===== src/rtl/alu_pkg.sv =====
//------------------------------------------------------------------------------
// alu_pkg : opcodes and flag bundle shared by the ALU and its add/sub datapath
// Revision: 1.0
//------------------------------------------------------------------------------
`default_nettype none

package alu_pkg;

    localparam logic ALU_ADD = 1'b0;
    localparam logic ALU_SUB = 1'b1;

    typedef struct packed {
        logic overflow;
        logic carry;
        logic zero;
        logic negative;
    } alu_flags_t;

endpackage

`default_nettype wire


===== src/rtl/alu_addsub.sv =====
//------------------------------------------------------------------------------
// alu_addsub : combinational WIDTH+1-bit adder/subtractor with carry and overflow
// Revision: 1.0
//------------------------------------------------------------------------------
`default_nettype none

module alu_addsub
    import alu_pkg::*;
#(
    parameter int WIDTH = 16
) (
    input  logic [WIDTH-1:0] a_i,
    input  logic [WIDTH-1:0] b_i,
    input  logic             op_i,
    output logic [WIDTH-1:0] sum_o,
    output logic             carry_o,
    output logic             overflow_o
);

    logic             w_sub;
    logic [WIDTH-1:0] w_b_eff;
    logic [WIDTH:0]   w_sum;

    // Subtraction folds into the adder as A + ~B + 1, so carry is not-borrow.
    always_comb begin
        w_sub   = (op_i == ALU_SUB);
        w_b_eff = w_sub ? ~b_i : b_i;
        w_sum   = {1'b0, a_i} + {1'b0, w_b_eff} + {{WIDTH{1'b0}}, w_sub};
    end

    assign sum_o      = w_sum[WIDTH-1:0];
    assign carry_o    = w_sum[WIDTH];
    assign overflow_o = (a_i[WIDTH-1] == w_b_eff[WIDTH-1]) &&
                        (w_sum[WIDTH-1] != a_i[WIDTH-1]);

endmodule

`default_nettype wire


===== src/rtl/alu.sv =====
//------------------------------------------------------------------------------
// alu : registered signed ADD/SUB with optional saturation and status flags
// Revision: 1.0
//------------------------------------------------------------------------------
`default_nettype none

module alu
    import alu_pkg::*;
#(
    parameter int WORD_WIDTH = 16,
    parameter int SATURATE   = 0
) (
    input  logic                         clk,
    input  logic                         rst,
    input  logic                         ALU_operation,
    input  logic signed [WORD_WIDTH-1:0] A,
    input  logic signed [WORD_WIDTH-1:0] B,
    input  logic                         in_valid,
    output logic signed [WORD_WIDTH-1:0] AlU_out,
    output logic                         out_valid,
    output logic                         overflow,
    output logic                         carry,
    output logic                         zero,
    output logic                         negative
);

    localparam logic [WORD_WIDTH-1:0] c_sat_max = {1'b0, {(WORD_WIDTH-1){1'b1}}};
    localparam logic [WORD_WIDTH-1:0] c_sat_min = {1'b1, {(WORD_WIDTH-1){1'b0}}};

    logic [WORD_WIDTH-1:0] w_sum;
    logic                  w_carry;
    logic                  w_overflow;

    logic [WORD_WIDTH-1:0] result_d, result_q;
    alu_flags_t            flags_d, flags_q;
    logic                  out_valid_q;

    alu_addsub #(
        .WIDTH(WORD_WIDTH)
    ) u_addsub (
        .a_i       (A),
        .b_i       (B),
        .op_i      (ALU_operation),
        .sum_o     (w_sum),
        .carry_o   (w_carry),
        .overflow_o(w_overflow)
    );

    // Clamp direction follows A: an overflow can only go past the end A sits on.
    always_comb begin
        result_d = w_sum;
        if ((SATURATE != 0) && w_overflow) begin
            result_d = A[WORD_WIDTH-1] ? c_sat_min : c_sat_max;
        end
        flags_d.overflow = w_overflow;
        flags_d.carry    = w_carry;
        flags_d.zero     = (result_d == '0);
        flags_d.negative = result_d[WORD_WIDTH-1];
    end

    always_ff @(posedge clk) begin
        if (rst) begin
            result_q    <= '0;
            flags_q     <= '{overflow: 1'b0, carry: 1'b0, zero: 1'b1, negative: 1'b0};
            out_valid_q <= 1'b0;
        end else if (in_valid) begin
            result_q    <= result_d;
            flags_q     <= flags_d;
            out_valid_q <= 1'b1;
        end else begin
            out_valid_q <= 1'b0;
        end
    end

    assign AlU_out   = result_q;
    assign out_valid = out_valid_q;
    assign overflow  = flags_q.overflow;
    assign carry     = flags_q.carry;
    assign zero      = flags_q.zero;
    assign negative  = flags_q.negative;

endmodule

`default_nettype wire


===== config.mk =====
export PLATFORM = sky130hd
export DESIGN_NAME = alu
export DESIGN_NICKNAME = d
export VERILOG_FILES = /design/src/rtl/alu_pkg.sv /design/src/rtl/alu_addsub.sv /design/src/rtl/alu.sv
export SDC_FILE = /design/constraint.sdc
export NUM_CORES = 1
export LEC_CHECK = 0
export ABC_AREA = 1
export CAP_MARGIN = 20
export CORE_ASPECT_RATIO = 0.8
export CORE_MARGIN = 4
export CORE_UTILIZATION = 40
export CTS_CLUSTER_DIAMETER = 200
export CTS_CLUSTER_SIZE = 25
export DETAILED_ROUTE_END_ITERATION = 8
export DONT_BUFFER_PORTS = 1
export GPL_ROUTABILITY_DRIVEN = 0
export SYNTH_ARGS = -nofsm -noshare
export SYNTH_HDL_FRONTEND = slang
export SYNTH_SLANG_ARGS = --single-unit
export TNS_END_PERCENT = 50

===== constraint.sdc =====
create_clock -name clk -period 2.96 [get_ports clk]
set_input_delay 0.592 -clock clk [delete_from_list [all_inputs] [get_ports clk]]
set_output_delay 0.592 -clock clk [all_outputs]
set_load 0.01 [all_outputs]

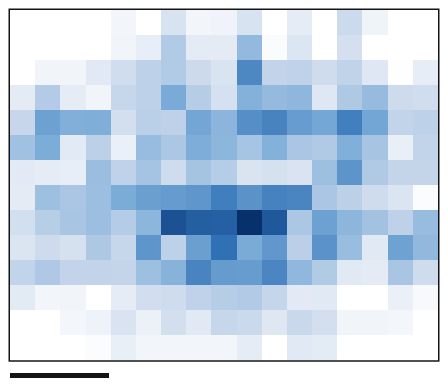
*Routed metal per tile, run 1*
Bar = 20 um. The die is cut into 17 by 14 equal tiles; white is low, dark blue is high, scaled to the fullest tile. Values are wire area over tile area, all layers added.
The densest ninth of the die: centre. 14% of the tiles are over half the peak. 14% of the tiles are nearly empty. The mean over all tiles is 0.12.
wire length after detailed routing: 4490 um
via count: 1850
detail-routed net length per standard cell: 11.7 um

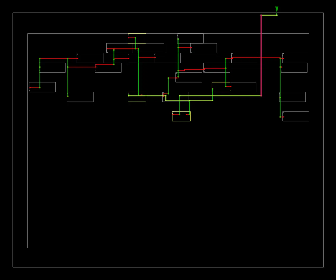
*Clock routing, run 1*
clock buffers created by TritonCTS: 3
Flop Count: 20
clk latency late pin: 0.25 ns
CLK BUF: 4

==> out/qor.rpt, run 1 <==
CLOCKING
----------------------------------------------------------------------------------
Cts repair resizes                                                               0
# hold bufs at CTS                                                               0
CTS Root Buffer Type                                                  sky130_fd_sc_hd__clkbuf_8
Number of levels in the clock H-tree                                             1
Clock tree from TritonCTS                                                     done
CTS clk-pin slew, worst paths                                              0.07 ns
Maximum buffer depth of the clock tree                                           2
Setup bufs post-CTS                                                              0

SYNTHESIS
----------------------------------------------------------------------------------
Number of warnings issued by yosys                                               0
Area of the mapped netlist                                            0.00199 mm^2
Predominant post-synthesis flop cell                                  sky130_fd_sc_hd__dfxtp_1
Count of distinct cell types in the synthesized netlist                         28
Fraction of synthesis flops using an asynchronous set or reset pin               0
Synthesis-stage register bit count                                              20
Yosys top cell area share                                                    0.201
Sequential share of the synthesized area                                     0.201
Number of cells in the yosys synthesis report                                  328
EDFF count, synth                                                                0
Avg Inst Size Synth                                                      6.07 um^2
Yosys chip area                                                       0.00199 mm^2
Number of nets in the synthesized netlist                                      381
Mapped Cells                                                                   328
Top cells, area                                                       sky130_fd_sc_hd__dfxtp_1, sky130_fd_sc_hd__nand2_1, sky130_fd_sc_hd__inv_1, sky130_fd_sc_hd__ha_1, sky130_fd_sc_hd__xor2_1

STA
----------------------------------------------------------------------------------
Number of failing setup endpoints in the final timing report                     0
Minimum clock period                                                       1.99 ns
Endpoints failing hold                                                           0
Smallest setup slack after layout                                         0.974 ns
Post-layout period usage                                                     0.671
Maximum achievable frequency                                             0.504 GHz
Count of pins over their slew limit                                              0
RSZ-0062 raised after global routing                                         false

GLOBAL ROUTE
----------------------------------------------------------------------------------
Pin count of the biggest net entering global routing                            34
GRT Util Overall                                                             0.157
Number of global-route vias before repair                                     1754
First-pass GRT wire length                                                 7980 um
Total global routing overflow                                                    0
Number of antenna violations at the first check in global routing                0

CRITICAL PATH
----------------------------------------------------------------------------------
Type of origin of the critical path                                   primary input
Setup slack, reg-to-reg                                                    2.18 ns
Data required time at the worst endpoint                                   3.16 ns
Sum of buffers and inverters on the critical path                                3
Critical Path Fanout Max                                                         3
Data arrival time of the critical path                                     2.19 ns
Crit path largest cell delay                                               0.39 ns
Most used cell along the critical path                                sky130_fd_sc_hd__nand2_1

DIE
----------------------------------------------------------------------------------
Die X-Extent                                                               86.9 um
Starting density of the core                                                 0.423
Area of the die                                                       0.00618 mm^2
Number of standard-cell rows in the floorplan                                   22

POWER
----------------------------------------------------------------------------------
Max rail drop VDD                                                         0.198 mV
Leakage power of the design                                                1.21 nW
Cell area power density                                                443 mW/mm^2

FINAL LAYOUT
----------------------------------------------------------------------------------
Count of non-filler cells in the finished layout                               384
Tally of filler cells in the layout                                            550
Final instance area                                                   0.00208 mm^2
Commonest cells after routing, fill and taps aside                    sky130_fd_sc_hd__nand2_1, sky130_fd_sc_hd__inv_1, sky130_fd_sc_hd__nor2_1
Area of combinational cells with multiple inputs                      0.00131 mm^2
Share of final-layout standard cells stronger than drive strength 1         0.0617
Diodes inserted                                                                  0

DRT
----------------------------------------------------------------------------------
Via-per-instance ratio                                                        4.82
Drt first pass iters                                                             5
Antenna-violating nets left                                                      0
Number of DRC markers after the initial detailed-route iteration               123
Post-route DRC                                                                   0

PLACEMENT
----------------------------------------------------------------------------------
Post-detail-place hpwl                                                     3830 um
Pre-CTS WS                                                                0.706 ns
Placed Instance Area                                                  0.00202 mm^2
Count of buffers from port buffering                                             0

JOB
----------------------------------------------------------------------------------
Tool Warnings                                                                   27

HOLD PATH
----------------------------------------------------------------------------------
Path category of the worst min-delay check                               in -> reg

RUN STATUS
----------------------------------------------------------------------------------
Run status                                                            finished clean

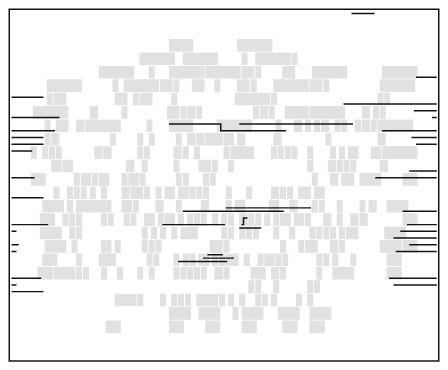
*Signal wires on met3, run 1*
The wires run mostly horizontal. The layer carries 324 um of wire. 41 nets have wire on it. The longest straight run is 22.8 um.
met3 Usage GRT: 0.0407

## run 1: worst paths after layout
path / from / endpoint / cells past startpoint
hold reg to reg: overflow / overflow / 2
setup / recovery: B[0] / zero / 16
hold / removal: rst / overflow / 1
setup reg to reg: AlU_out[15] / AlU_out[15] / 4
## run 1: final cells by class
| class | instances | area share |
|---|---|---|
| Tap cell | 60 | 0.0361 |
| Multi-Input combinational cell | 237 | 0.631 |
| Inverter | 63 | 0.114 |
| Clock buffer | 4 | 0.0265 |
| Sequential cell | 20 | 0.193 |
## run 1: layer usage
| layer | track usage | vias up | routed length, um |
|---|---|---|---|
| li1 | - | 1006 | - |
| met1 | 0.221 | 788 | 2200 |
| met2 | 0.245 | 54 | 1950 |
| met3 | 0.0407 | 2 | 323 |
| met4 | 0.0225 | 0 | 22 |
| met5 | 0 | - | 0 |
## run 1: registers in the layout (all words and copies together), names as in the netlist
name,cells
carry,1
zero,1
out_valid,1
AlU_out,16
overflow,1
## run 1: metrics by stage
| stage | hold slack, ns | utilization |
|---|---|---|
| floorplan | 0.483 | - |
| global placement | 0.503 | 0.430 |
| detailed placement | 0.503 | 0.430 |
| CTS | 0.389 | 0.442 |
| global route | 0.382 | 0.442 |
| finish | 0.398 | 0.442 |
## run 1: cell usage after synthesis, types with 3 or more instances
| cell type | n |
|---|---|
| sky130_fd_sc_hd__nor2_2 | 3 |
| sky130_fd_sc_hd__nand3_1 | 20 |
| sky130_fd_sc_hd__clkbuf_1 | 5 |
| sky130_fd_sc_hd__o211ai_1 | 11 |
| sky130_fd_sc_hd__dfxtp_1 | 20 |
| sky130_fd_sc_hd__xor2_1 | 14 |
| sky130_fd_sc_hd__nand4_1 | 6 |
| sky130_fd_sc_hd__inv_1 | 63 |
| sky130_fd_sc_hd__a21oi_1 | 8 |
| sky130_fd_sc_hd__nand2_1 | 103 |
| sky130_fd_sc_hd__nor2_1 | 24 |
| sky130_fd_sc_hd__ha_1 | 16 |
| sky130_fd_sc_hd__o21ai_0 | 6 |
| sky130_fd_sc_hd__nand2_2 | 8 |
| sky130_fd_sc_hd__nand3b_1 | 6 |
## run 1: worst register-to-register path, stage by stage (launching register included)
cell and delay, ns:
sky130_fd_sc_hd__dfxtp_1 0.46, sky130_fd_sc_hd__nor2_1 0.07, sky130_fd_sc_hd__nor2_1 0.07, sky130_fd_sc_hd__o21ai_0 0.08
sky130_fd_sc_hd__inv_1 0.05
## run 1: cells by family after synthesis
kind of cell	synth area share
DFF	0.201
xor gates and xnor gates	0.0660
and+or+nand+nor	0.387
adders and majority gates	0.111
AOI/OAI and AO/OA	0.0949
buffers and inverters	0.140
## run 1: power breakdown
| group | internal [mW] | leakage (nW) | total (mW) | switching [mW] |
|---|---|---|---|---|
| clock network | 0.118 | 0.0288 | 0.203 | 0.0843 |
| logic | 0.145 | 1.01 | 0.389 | 0.244 |
| registers | 0.297 | 0.166 | 0.329 | 0.0323 |
==> inputs of run 2 (changes only) <==
Clock period 2.96 ns to 1.8 ns, I/O delays scaled along.
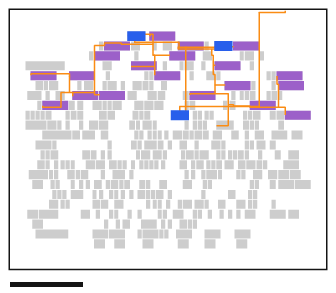
*Clock distribution, run 2*
Bar = 20 um.
Blue shows cells driving clock nets, count 3. Orange shows clock wires, length 282 um. Purple shows flip-flops, count 20.
There are 4 routed clock nets.
Clk network pwr share: 0.201
Clock Skews: 0 ns
power in the clock group: 0.346 mW
clk latency late pin: 0.26 ns

==> out/qor.rpt, run 2 <==
STA
----------------------------------------------------------------------------------
Minimum clock period                                                       1.72 ns
Post-layout period usage                                                     0.957
Worst-case hold slack                                                     0.160 ns   -0.238 ns
Smallest setup slack after layout                                        0.0779 ns   -0.896 ns
Endpoints failing hold                                                           0   unchanged
Maximum achievable frequency                                             0.581 GHz
Number of failing setup endpoints in the final timing report                     0   unchanged
RSZ-0062 raised after global routing                                          true
Remaining max-slew budget at the tightest pin                                0.722
Worst-margin pin slew                                                     0.416 ns
Count of pins over their slew limit                                              0   unchanged

SYNTHESIS
----------------------------------------------------------------------------------
Mapped Cells                                                                   328   unchanged
Count of distinct cell types in the synthesized netlist                         28   unchanged
Commonest cells in the netlist                                        sky130_fd_sc_hd__nand2_1, sky130_fd_sc_hd__inv_1, sky130_fd_sc_hd__nor2_1
Yosys top cell area share                                                    0.201   unchanged
Synthesis-stage register bit count                                              20   unchanged
Most frequent cell after synthesis                                    sky130_fd_sc_hd__nand2_1
EDFF count, synth                                                                0   unchanged
Fraction of synthesis flops using an asynchronous set or reset pin               0   unchanged
Top cells, area                                                       sky130_fd_sc_hd__dfxtp_1, sky130_fd_sc_hd__nand2_1, sky130_fd_sc_hd__inv_1, sky130_fd_sc_hd__ha_1, sky130_fd_sc_hd__xor2_1
Yosys chip area                                                       0.00199 mm^2   unchanged
Area of the mapped netlist                                            0.00199 mm^2   unchanged
Cell type with the highest aggregate area in the netlist              sky130_fd_sc_hd__dfxtp_1
Avg Inst Size Synth                                                      6.07 um^2   unchanged
Predominant post-synthesis flop cell                                  sky130_fd_sc_hd__dfxtp_1
Number of nets in the synthesized netlist                                      381   unchanged
Number of cells in the yosys synthesis report                                  328   unchanged
Sequential share of the synthesized area                                     0.201   unchanged
Number of warnings issued by yosys                                               0   unchanged

GLOBAL ROUTE
----------------------------------------------------------------------------------
Number of global-route vias before repair                                     1836   +4.7%
GRT Util Overall                                                             0.156   -0.000957
Pin count of the biggest net entering global routing                            34   unchanged
Number of antenna violations at the first check in global routing                0   unchanged
Total global routing overflow                                                    0   unchanged
First-pass GRT wire length                                                 7890 um   -1.0%

DIE
----------------------------------------------------------------------------------
Die X-Extent                                                               86.9 um   unchanged
Area of the die                                                       0.00618 mm^2   unchanged
Die Height                                                                 71.1 um
Top Ports                                                                       57
Number of standard-cell rows in the floorplan                                   22   unchanged
Starting density of the core                                                 0.423   unchanged
Core ar.                                                              0.00471 mm^2

DRT
----------------------------------------------------------------------------------
Antenna-violating nets left                                                      0   unchanged
Wire length after detailed routing                                         4790 um   +6.7%
Number of DRC markers after the initial detailed-route iteration                81   -34%
Post-route DRC                                                                   0   unchanged
Via count                                                                     1976   +6.8%
Detail-routed net length per standard cell                                 11.7 um   +0.16%
Drt first pass iters                                                             4   -1
Via-per-instance ratio                                                        4.83   +0.28%

CRITICAL PATH
----------------------------------------------------------------------------------
Crit path max-delay family                                            simple AND/OR/NAND/NOR gates
Critical Path End Type                                                        flop
Crit path largest cell delay                                               0.57 ns   +0.18 ns
Most used cell along the critical path                                sky130_fd_sc_hd__nand3_1
Type of origin of the critical path                                   primary input
Critical Setup Path Class                                                in -> reg
Sum of buffers and inverters on the critical path                                2   -1
Critical Path Fanout Max                                                         3   unchanged
Worst-path cell chain                                                 clkinv_16 -> nand2_4 -> nand2_2 -> inv_2 -> fa_2 -> nand3_1 -> nor2_1 -> nand2_1 -> nor2_1 -> nand3_1 -> nor3_2 -> nand3_1 -> nand2_1
Data arrival time of the critical path                                     1.93 ns   -0.26 ns
Data required time at the worst endpoint                                   2.01 ns   -1.15 ns
Critical path's slowest cell                                          sky130_fd_sc_hd__fa_2

PLACEMENT
----------------------------------------------------------------------------------
Post-detail-place hpwl                                                     4000 um   +4.5%
Count of buffers from port buffering                                             0   unchanged
Pre-CTS WS                                                               -0.228 ns   -0.934 ns

FINAL LAYOUT
----------------------------------------------------------------------------------
Number of flip-flops under the largest register name                            16   unchanged
Commonest cells after routing, fill and taps aside                    sky130_fd_sc_hd__nand2_1, sky130_fd_sc_hd__inv_1, sky130_fd_sc_hd__buf_4
Number of nets in the finished design                                          403
Commonest Layout Cell                                                       sky130_fd_sc_hd__nand2_1
Diodes inserted                                                                  0   unchanged
Tally of filler cells in the layout                                            508   -7.6%
Share of final-layout standard cells stronger than drive strength 1          0.198   +0.136
Area delta synth->final                                                      18.9%

JOB
----------------------------------------------------------------------------------
Tool Warnings                                                                   29   +7.4%
Total of max-cap violations                                                      0

RUN STATUS
----------------------------------------------------------------------------------
Run status                                                            finished clean

POWER
----------------------------------------------------------------------------------
Leakage power of the design                                                1.34 nW   +11%
Max rail drop VDD                                                         0.322 mV   +63%
Cell area power density                                                725 mW/mm^2   +64%

CLOCKING
----------------------------------------------------------------------------------
CTS clk-pin slew, worst paths                                              0.07 ns   about the same
Clock sink count                                                                20
Clock tree from TritonCTS                                                     done
CTS Root Buffer Type                                                  sky130_fd_sc_hd__clkbuf_8
Clock buffers created by TritonCTS                                               3   unchanged
# hold bufs at CTS                                                               0   unchanged
Maximum buffer depth of the clock tree                                           2   unchanged
Number of levels in the clock H-tree                                             1   unchanged

HOLD PATH
----------------------------------------------------------------------------------
Path category of the worst min-delay check                               in -> reg

==> run 2: cell types whose count changed in the layout (fill, tap and decap cells not counted), moves of 2 or more <==
cell | previous run | this run
sky130_fd_sc_hd__a21oi_1 | 8 | 6
sky130_fd_sc_hd__a21oi_2 | 1 | 3
sky130_fd_sc_hd__buf_4 | 0 | 25
sky130_fd_sc_hd__ha_1 | 16 | 13
sky130_fd_sc_hd__ha_2 | 0 | 2
sky130_fd_sc_hd__inv_1 | 63 | 59
sky130_fd_sc_hd__inv_2 | 0 | 3
sky130_fd_sc_hd__nand2_1 | 103 | 92
sky130_fd_sc_hd__nand2_2 | 8 | 18
sky130_fd_sc_hd__o21ai_0 | 6 | 4
sky130_fd_sc_hd__o21ai_1 | 0 | 2
==> run 2: path summary, 6_finish.rpt <==
path                             startpoint     endpoint  slack, ns  cells after the start
worst max-delay path                   B[0]         zero       0.08                     13
worst max register to register  AlU_out[15]  AlU_out[15]       1.01                      4
worst min register to register     overflow     overflow       0.51                      2
worst min-delay path                    rst     overflow       0.16                      1
==> run 2: what timing repair did <==
action / 4_1_cts / 5_1_grt
buffers inserted: 0 / 3
endpoints found under the setup margin: 0 / 5
gates resized: 0 / 22
==> run 2: cell families after synthesis <==
group,Yosys count,synth area share
DFF,20,0.201
adders and majority gates,17,0.111
AOI/OAI and AO/OA,30,0.0949
buffers and inverters,71,0.140
xor gates and xnor gates,15,0.0660
and+or+nand+nor,175,0.387
==> run 2: layout make-up <==
class / instances / area [um^2] / area share
clock buffers: 4 / 55.1 / 0.0233
inverters: 63 / 263 / 0.111
multi-input cells: 237 / 1390 / 0.586
flip-flops and latches: 20 / 400 / 0.169
well taps: 60 / 75.1 / 0.0317
repair buffers: 25 / 188 / 0.0793
==> run 2: report_power, final <==
group          switching (mW)  leakage, nW  internal, mW  total (mW)
combinational           0.457         1.14         0.373       0.830
clock                   0.151       0.0288         0.195       0.346
sequential             0.0526        0.166         0.488       0.541
total                   0.661         1.34          1.06        1.72
==> run 2: through the flow <==
| step | std cells | setup TNS (ns) | area [um^2] | total power [mW] | utilization |
|---|---|---|---|---|---|
| after global routing | 409 | -0.0723 | 2370 | 1.87 | 0.503 |
| after detailed placement | 402 | -1.29 | 2210 | 1.34 | 0.470 |
| after global placement | 402 | -0.795 | 2210 | 1.33 | 0.470 |
| final | 409 | 0 | 2370 | 1.72 | 0.503 |
| after CTS | 406 | 0 | 2270 | 1.69 | 0.481 |
| after floorplan | 328 | -1.56 | 2030 | 1.11 | - |
==> run 2: worst register-to-register path: stages (launching register included) <==
cell                      delay, ns
sky130_fd_sc_hd__dfxtp_1       0.46
sky130_fd_sc_hd__nor2_1        0.07
sky130_fd_sc_hd__nor2_1        0.10
sky130_fd_sc_hd__o21ai_1       0.07
sky130_fd_sc_hd__inv_1         0.05
==> run 2: layer usage <==
layer,up-vias,GRT usage,part of all wire
met2,47,0.258,0.45
met5,-,0,0
met1,866,0.205,0.47
met4,0,0.0311,0.0092
met3,4,0.0396,0.068
li1,1059,-,-
==> inputs of run 3 (changes only) <==
Settings changed: REMOVE_ABC_BUFFERS set to 1, TNS_END_PERCENT 50 to 10.
Clock period 1.8 ns to 1.78 ns, I/O delays scaled along.
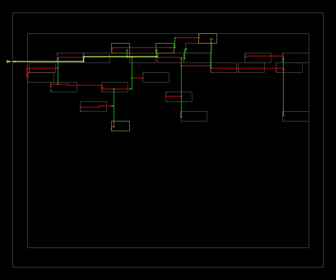
*Clock routing, run 3*
clk latency late pin: 0.25 ns
clock sink count: 20
power in the clock group: 0.336 mW

==> out/qor.rpt, run 3 <==
CRITICAL PATH
----------------------------------------------------------------------------------
Launch point of the critical path                                     ALU_operation
Reg-to-reg critical path startpoint                                    AlU_out[15]
Critical Setup Path Class                                                in -> reg
Crit path max-delay family                                            simple AND/OR/NAND/NOR gates
Data arrival time of the critical path                                     1.87 ns   -0.06 ns
Worst-path cell chain                                                 xor2_1 -> ha_1 -> nand2_1 -> inv_1 -> nand2_1 -> nand2_1 -> a21oi_1 -> nand3b_1 -> nand2_2 -> nand2_1 -> nor2_1 -> nand3_1 -> nand2_1
Critical Path Fanout Max                                                        16   +13
Most used cell along the critical path                                sky130_fd_sc_hd__nand2_1

GLOBAL ROUTE
----------------------------------------------------------------------------------
Number of global-route vias before repair                                     1844   +0.44%
Total global routing overflow                                                    0   unchanged
First-pass GRT wire length                                                 7960 um   +0.87%
Pin count of the biggest net entering global routing                            34   unchanged
GRT Util Overall                                                             0.155   -0.000681

DRT
----------------------------------------------------------------------------------
Number of DRC markers after the initial detailed-route iteration                86   +6.2%
Post-route DRC                                                                   0   unchanged
Drt first pass iters                                                             4   unchanged
Via-per-instance ratio                                                        4.67   -3.4%

SYNTHESIS
----------------------------------------------------------------------------------
Synthesis-stage register bit count                                              20   unchanged
Most frequent cell after synthesis                                    sky130_fd_sc_hd__nand2_1
Fraction of synthesis flops using an asynchronous set or reset pin               0   unchanged
Commonest cells in the netlist                                        sky130_fd_sc_hd__nand2_1, sky130_fd_sc_hd__inv_1, sky130_fd_sc_hd__nor2_1
Number of cells in the yosys synthesis report                                  328   unchanged
Mapped Cells                                                                   328   unchanged
Sequential share of the synthesized area                                     0.201   unchanged
Cell type with the highest aggregate area in the netlist              sky130_fd_sc_hd__dfxtp_1
Predominant post-synthesis flop cell                                  sky130_fd_sc_hd__dfxtp_1
Yosys top cell area share                                                    0.201   unchanged
Number of warnings issued by yosys                                               0   unchanged
EDFF count, synth                                                                0   unchanged
Top cells, area                                                       sky130_fd_sc_hd__dfxtp_1, sky130_fd_sc_hd__nand2_1, sky130_fd_sc_hd__inv_1, sky130_fd_sc_hd__ha_1, sky130_fd_sc_hd__xor2_1

DIE
----------------------------------------------------------------------------------
Die Height                                                                 71.1 um   unchanged
Area of the die                                                       0.00618 mm^2   unchanged
Number of standard-cell rows in the floorplan                                   22   unchanged
Core ar.                                                              0.00471 mm^2   unchanged

CLOCKING
----------------------------------------------------------------------------------
Clock buffers created by TritonCTS                                               3   unchanged
Clock tree from TritonCTS                                                     done

STA
----------------------------------------------------------------------------------
Minimum clock period                                                       1.67 ns
Smallest setup slack after layout                                         0.108 ns   +0.0302 ns
Maximum achievable frequency                                             0.598 GHz
Number of failing setup endpoints in the final timing report                     0   unchanged
Count of pins over their slew limit                                              0   unchanged
Post-layout period usage                                                     0.939
RSZ-0062 raised after global routing                                          true

PLACEMENT
----------------------------------------------------------------------------------
Post-detail-place hpwl                                                     4050 um   +1.3%
Pre-CTS WS                                                               -0.215 ns   +0.0138 ns
Inst Count DP                                                                  407   +1.2%

JOB
----------------------------------------------------------------------------------
Total of max-cap violations                                                      0   unchanged

POWER
----------------------------------------------------------------------------------
Net switching share of the total power                                       0.383   -0.00226
Total chip power                                                           1.76 mW   +2.4%
Clk network pwr share                                                        0.191   -0.010
Combinational Power Share                                                    0.497   +0.013
Max rail drop VDD                                                         0.441 mV   +37%
Cell internal pwr                                                          1.09 mW   +2.7%
Leakage power of the design                                                1.36 nW   +1.6%

FINAL LAYOUT
----------------------------------------------------------------------------------
Share of final-layout standard cells stronger than drive strength 1          0.212   +0.0142
Core occupancy in the finished layout                                        0.510   +0.00744
Diodes inserted                                                                  0   unchanged
Commonest cells after routing, fill and taps aside                    sky130_fd_sc_hd__nand2_1, sky130_fd_sc_hd__inv_1, sky130_fd_sc_hd__buf_4
Count of non-filler cells in the finished layout                               414   +1.2%

HOLD PATH
----------------------------------------------------------------------------------
Hold Path Origin                                                               rst
Path category of the worst min-delay check                               in -> reg

RUN STATUS
----------------------------------------------------------------------------------
Run status                                                            finished clean

-- run 3: cell types whose count changed in the layout (fill, tap and decap cells not counted), moves of 2 or more --
cell                      change
sky130_fd_sc_hd__o21ai_0      +2
sky130_fd_sc_hd__nand3_1      -2
sky130_fd_sc_hd__nor2_1       -4
sky130_fd_sc_hd__nand3_2      +2
sky130_fd_sc_hd__buf_4        +4
sky130_fd_sc_hd__nor2_2       +4
sky130_fd_sc_hd__o21ai_1      -2
sky130_fd_sc_hd__nand2_1      +3
sky130_fd_sc_hd__nand2_2      -3
-- run 3: kinds of logic after synthesis --
family                   after synthesis  share of synthesized area
adder cells (fa/ha/maj)               17                      0.111
AND-OR/OR-AND                         30                     0.0949
AND/OR/NAND/NOR                      175                      0.387
flip-flops                            20                      0.201
XOR/XNOR                              15                     0.0660
buffers and inverters                 71                      0.140
-- run 3: what timing repair did --
| action | in CTS | in global routing |
|---|---|---|
| setup buffers | 0 | 3 |
| endpoints found under the setup margin | 0 | 7 |
| resized | 0 | 29 |
-- run 3: final timing paths --
path | to | slack [ns] | depth (start not counted)
setup reg to reg | AlU_out[15] | 1.01 | 4
hold reg to reg | overflow | 0.52 | 2
hold / removal | overflow | 0.16 | 1
setup / recovery | zero | 0.11 | 13
-- run 3: power by group through the flow --
| stage | logic [mW] | clock network (mW) | registers (mW) |
|---|---|---|---|
| 2_1_floorplan | 0.527 | 0 | 0.548 |
| 3_3_place_gp | 0.789 | 0 | 0.560 |
| 3_5_place_dp | 0.797 | 0 | 0.561 |
| 4_1_cts | 0.804 | 0.351 | 0.550 |
| 5_1_grt | 0.990 | 0.374 | 0.554 |
| 6_report | 0.874 | 0.336 | 0.547 |
-- run 3: cell type report --
cell class	count	area [um^2]
clock buffer	4	55.1
fill	501	2300
inverter	63	236
multi-input combinational	237	1410
sequential	20	400
tap	60	75.1
timing repair buffer	30	229
-- run 3: layer usage --
layer | vias to the layer above | GRT usage | part of all wire
li1 | 1069 | - | -
met4 | 0 | 0.0121 | 0.0046
met1 | 816 | 0.209 | 0.48
met5 | - | 0 | 0
met3 | 2 | 0.0407 | 0.069
met2 | 46 | 0.259 | 0.44
-- run 3: stage by stage --
stage / hold slack, ns / area [um^2]
final: 0.164 / 2400
after CTS: 0.156 / 2280
after global routing: 0.151 / 2400
after global placement: 0.427 / 2230
after floorplan: 0.425 / 1950
after detailed placement: 0.431 / 2230
Power figures rest on the tool's default switching activity, not on a simulated workload.
